`config.mk`:
```
export PLATFORM = sky130hd
export DESIGN_NAME = clock_ratio_monitor_flat
export DESIGN_NICKNAME = d
export VERILOG_FILES = /design/src/rtl/clock_ratio_monitor_if.sv /design/src/rtl/clock_ratio_monitor.sv /design/src/flat_wrapper.sv
export SDC_FILE = /design/constraint.sdc
export NUM_CORES = 1
export LEC_CHECK = 0
export CAP_MARGIN = 0
export CORE_MARGIN = 2
export CORE_UTILIZATION = 55
export CTS_BUF_LIST = sky130_fd_sc_hd__clkbuf_4
export DETAILED_ROUTE_END_ITERATION = 8
export HOLD_SLACK_MARGIN = 0.05
export MAX_ROUTING_LAYER = met4
export PLACE_DENSITY = 0.78
export SLEW_MARGIN = 20
export SYNTH_ARGS = -nofsm -noshare
export SYNTH_HDL_FRONTEND = slang
export SYNTH_SLANG_ARGS = --single-unit
```
`constraint.sdc`:
```
create_clock -name clk -period 2.8 [get_ports clk]
set_clock_uncertainty 0.15 [all_clocks]
set_input_delay 0.7 -clock clk [delete_from_list [all_inputs] [get_ports clk]]
set_output_delay 0.7 -clock clk [all_outputs]
set_load 0.05 [all_outputs]
```
`src/rtl/clock_ratio_monitor_if.sv`:
```
// Monitored strobe in, period / high-time measurements and status out.
// The monitor sits on the slave side; the source of sig_in is the master.
interface clock_ratio_monitor_if #(
    parameter int CNT_W = 8
);
    logic             sig_in;
    logic [CNT_W-1:0] period;
    logic [CNT_W-1:0] high_time;
    logic             period_valid;
    logic             locked;
    logic             err;
    logic             timeout;

    modport master (
        output sig_in,
        input  period,
        input  high_time,
        input  period_valid,
        input  locked,
        input  err,
        input  timeout
    );

    modport slave (
        input  sig_in,
        output period,
        output high_time,
        output period_valid,
        output locked,
        output err,
        output timeout
    );
endinterface

```
`src/rtl/clock_ratio_monitor.sv`:
```
// Measures period and high time of a clk-synchronous strobe, locks
// after LOCK_CNT equal periods, flags mismatches and loss of signal.
module clock_ratio_monitor #(
    parameter int CNT_W    = 8,
    parameter int LOCK_CNT = 4
) (
    input logic                  clk,
    input logic                  rst,
    clock_ratio_monitor_if.slave mon
);
    typedef enum logic [1:0] {
        IDLE   = 2'd0,
        ARM    = 2'd1,
        TRACK  = 2'd2,
        LOCKED = 2'd3
    } state_t;

    localparam logic [CNT_W-1:0] CNT_MAX = {CNT_W{1'b1}};
    localparam logic [CNT_W-1:0] CNT_ONE = {{(CNT_W-1){1'b0}}, 1'b1};
    localparam logic [3:0]       LOCK_M  = 4'(LOCK_CNT);

    state_t           state_q;
    logic             prev_q;
    logic [CNT_W-1:0] cnt_q;
    logic [CNT_W-1:0] hcnt_q;
    logic [CNT_W-1:0] ref_q;
    logic [3:0]       match_q;
    logic [CNT_W-1:0] period_q;
    logic [CNT_W-1:0] high_q;
    logic             pv_q;
    logic             locked_q;
    logic             err_q;
    logic             to_q;

    logic       rise;
    logic [3:0] match_inc;

    assign rise      = mon.sig_in & ~prev_q;
    assign match_inc = match_q + 4'd1;

    always_ff @(posedge clk) begin
        if (rst) begin
            state_q  <= IDLE;
            prev_q   <= 1'b1;
            cnt_q    <= '0;
            hcnt_q   <= '0;
            ref_q    <= '0;
            match_q  <= '0;
            period_q <= '0;
            high_q   <= '0;
            pv_q     <= 1'b0;
            locked_q <= 1'b0;
            err_q    <= 1'b0;
            to_q     <= 1'b0;
        end else begin
            prev_q <= mon.sig_in;
            pv_q   <= 1'b0;
            err_q  <= 1'b0;
            to_q   <= 1'b0;
            unique case (state_q)
                IDLE: begin
                    // The arming edge already starts the first period.
                    cnt_q  <= rise ? CNT_ONE : '0;
                    hcnt_q <= rise ? CNT_ONE : '0;
                    if (rise) state_q <= ARM;
                end
                ARM, TRACK, LOCKED: begin
                    if (rise) begin
                        cnt_q    <= CNT_ONE;
                        hcnt_q   <= CNT_ONE;
                        period_q <= cnt_q;
                        high_q   <= hcnt_q;
                        pv_q     <= 1'b1;
                        if (state_q == ARM || cnt_q != ref_q) begin
                            ref_q    <= cnt_q;
                            match_q  <= 4'd1;
                            locked_q <= 1'b0;
                            state_q  <= TRACK;
                            if (state_q == LOCKED) err_q <= 1'b1;
                        end else if (state_q == TRACK) begin
                            match_q <= match_inc;
                            if (match_inc == LOCK_M) begin
                                state_q  <= LOCKED;
                                locked_q <= 1'b1;
                            end
                        end
                    end else if (cnt_q == CNT_MAX) begin
                        to_q     <= 1'b1;
                        locked_q <= 1'b0;
                        state_q  <= IDLE;
                        cnt_q    <= '0;
                        hcnt_q   <= '0;
                    end else begin
                        cnt_q <= cnt_q + CNT_ONE;
                        if (mon.sig_in) hcnt_q <= hcnt_q + CNT_ONE;
                    end
                end
                default: state_q <= IDLE;
            endcase
        end
    end

    assign mon.period       = period_q;
    assign mon.high_time    = high_q;
    assign mon.period_valid = pv_q;
    assign mon.locked       = locked_q;
    assign mon.err          = err_q;
    assign mon.timeout      = to_q;
endmodule
```
`src/flat_wrapper.sv`:
```
// flat-port wrapper written by rule: the top's interface ports become plain ports
module clock_ratio_monitor_flat 
#(
    parameter int CNT_W    = 8,
    parameter int LOCK_CNT = 4
)
  (clk, rst, mon_sig_in, mon_period, mon_high_time, mon_period_valid, mon_locked, mon_err, mon_timeout);
  clock_ratio_monitor_if #(.CNT_W(CNT_W)) mon_i ();
  input logic clk;
  input logic rst;
  input wire logic [$bits(mon_i.sig_in)-1:0] mon_sig_in;
  output wire logic [$bits(mon_i.period)-1:0] mon_period;
  output wire logic [$bits(mon_i.high_time)-1:0] mon_high_time;
  output wire logic [$bits(mon_i.period_valid)-1:0] mon_period_valid;
  output wire logic [$bits(mon_i.locked)-1:0] mon_locked;
  output wire logic [$bits(mon_i.err)-1:0] mon_err;
  output wire logic [$bits(mon_i.timeout)-1:0] mon_timeout;
  assign mon_i.sig_in = mon_sig_in;
  assign mon_period = mon_i.period;
  assign mon_high_time = mon_i.high_time;
  assign mon_period_valid = mon_i.period_valid;
  assign mon_locked = mon_i.locked;
  assign mon_err = mon_i.err;
  assign mon_timeout = mon_i.timeout;
  clock_ratio_monitor #(.CNT_W(CNT_W), .LOCK_CNT(LOCK_CNT)) u_core (.clk(clk), .rst(rst), .mon(mon_i));
endmodule
```
Fig. 1: M2 wires
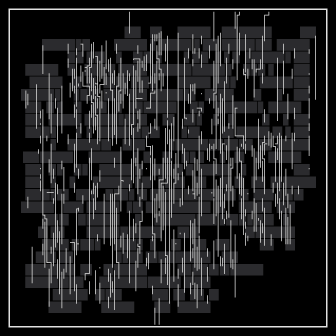
share of all routed wire: 45%
longest straight run: 37.7 um
nets with wire on the layer: 248

Fig. 2: cell placement
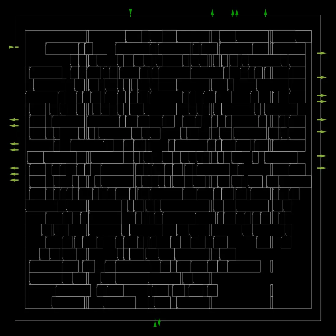
final core occ: 65.6%
number of tap instances: 50

Fig. 3: met3 routing
The bar under the picture is 20 um long.
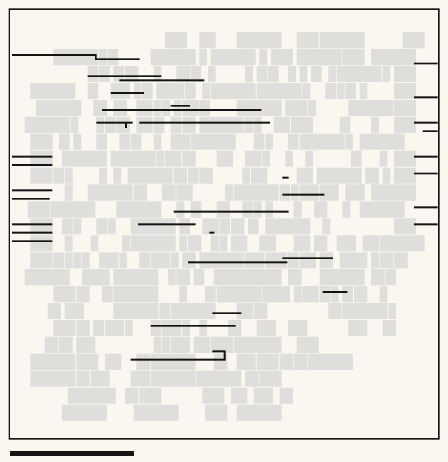
nets with wire on the layer: 28
longest straight run: 25.3 um
main direction: horizontal
wire length on this layer: 273 um
share of all routed wire: 5.7%
met3 Track Usage GR: 5.19%
overall via count from detail_route: 1921
detailed-route wire length: 4.78 mm

Fig. 4: sequential cells grouped by signal name
Other sequential cells in the stronger grey, the rest of the logic in the fainter grey.
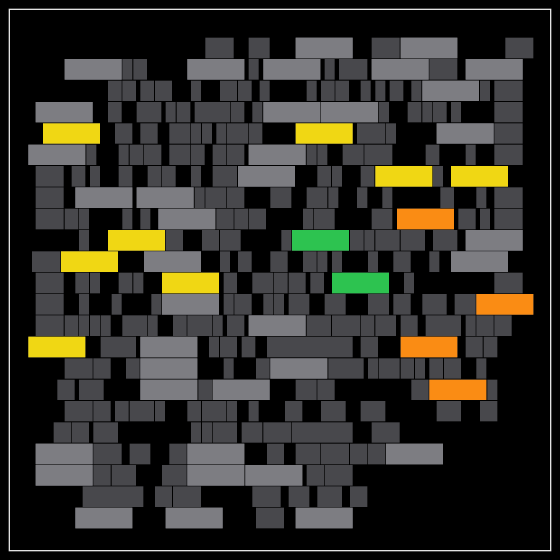
| colour | name in the netlist | flops |
|---|---|---|
| orange | u_core.match_q | 4 |
| green | u_core.state_q | 2 |
| yellow | u_core.mon.period | 8 |
not coloured: 37
area of all sequential standard cells: 1020 um2
power of the sequential group: 0.736 mW

Fig. 5: metal 1
The bar under the picture is 20 um long.
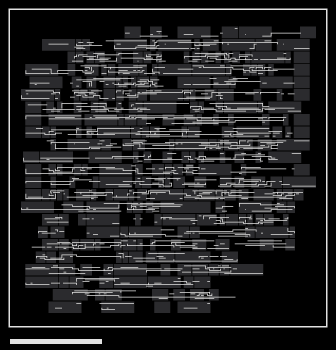
share of all routed wire: 48%
main direction: horizontal

==> results.txt <==
Summary of implementation figures.

Routing
The detailed-route vias per instance is around 5.6. The post-route DRC violation count is 0.

Placement
The placer congestion estimate is between 0.8 and 0.9. OpenSTA, run right after detailed placement, puts the worst setup slack at 287 ps.

Worst setup path
The launch point of the critical path was reported as u_core.mon.high_time[4]$_SDFFE_PP0P_. Looking at the critical path, the highest net fanout was 2. Per the timing report, the most critical flop-to-flop path originates at u_core.cnt_q[0]$_SDFF_PP0_.

The STA report counts the stages on the worst setup path as 1. The critical path buffer and inverter count is 1.

Finish
In the final layout, excluding clock buffers the buffer count is 29. The layout stage reports a final design area of approximately 2600 um2. The design has ~50 sequential cells. Of all the cell area in the finished design, non-clock buffers hold 10.3%.

Synth
The area fraction of the dominant cell type after synthesis is 44.3%. The synthesized area divided by synthesized cell count is approximately 8.5 um2. After synthesis the netlist holds a flip-flop and latch count of 51.

Hold path
For the worst min-delay path, the startpoint reported by OpenROAD is u_core.mon.high_time[3]$_SDFFE_PP0P_. The type of the most critical hold path is flop to flop.

Timing
The shortest period the worst path allows is between 2000 and 2500 ps. The final-layout setup total negative slack is 0 ps. Setup repair after global routing left no endpoint under its margin. For reference, the final report shows the hold violation count at 0.

Pwr
The clock network is responsible for approximately a third of the overall power. The combinational group power is 0.0591 mW. The largest voltage drop on the vdd net is 0.391 mV.

Die
The row count is 23. The area of the die is ~4700 um2.

Outcome
The run finished with clean final reports.
No activity file was given, so power comes from the tool's default toggle rates.
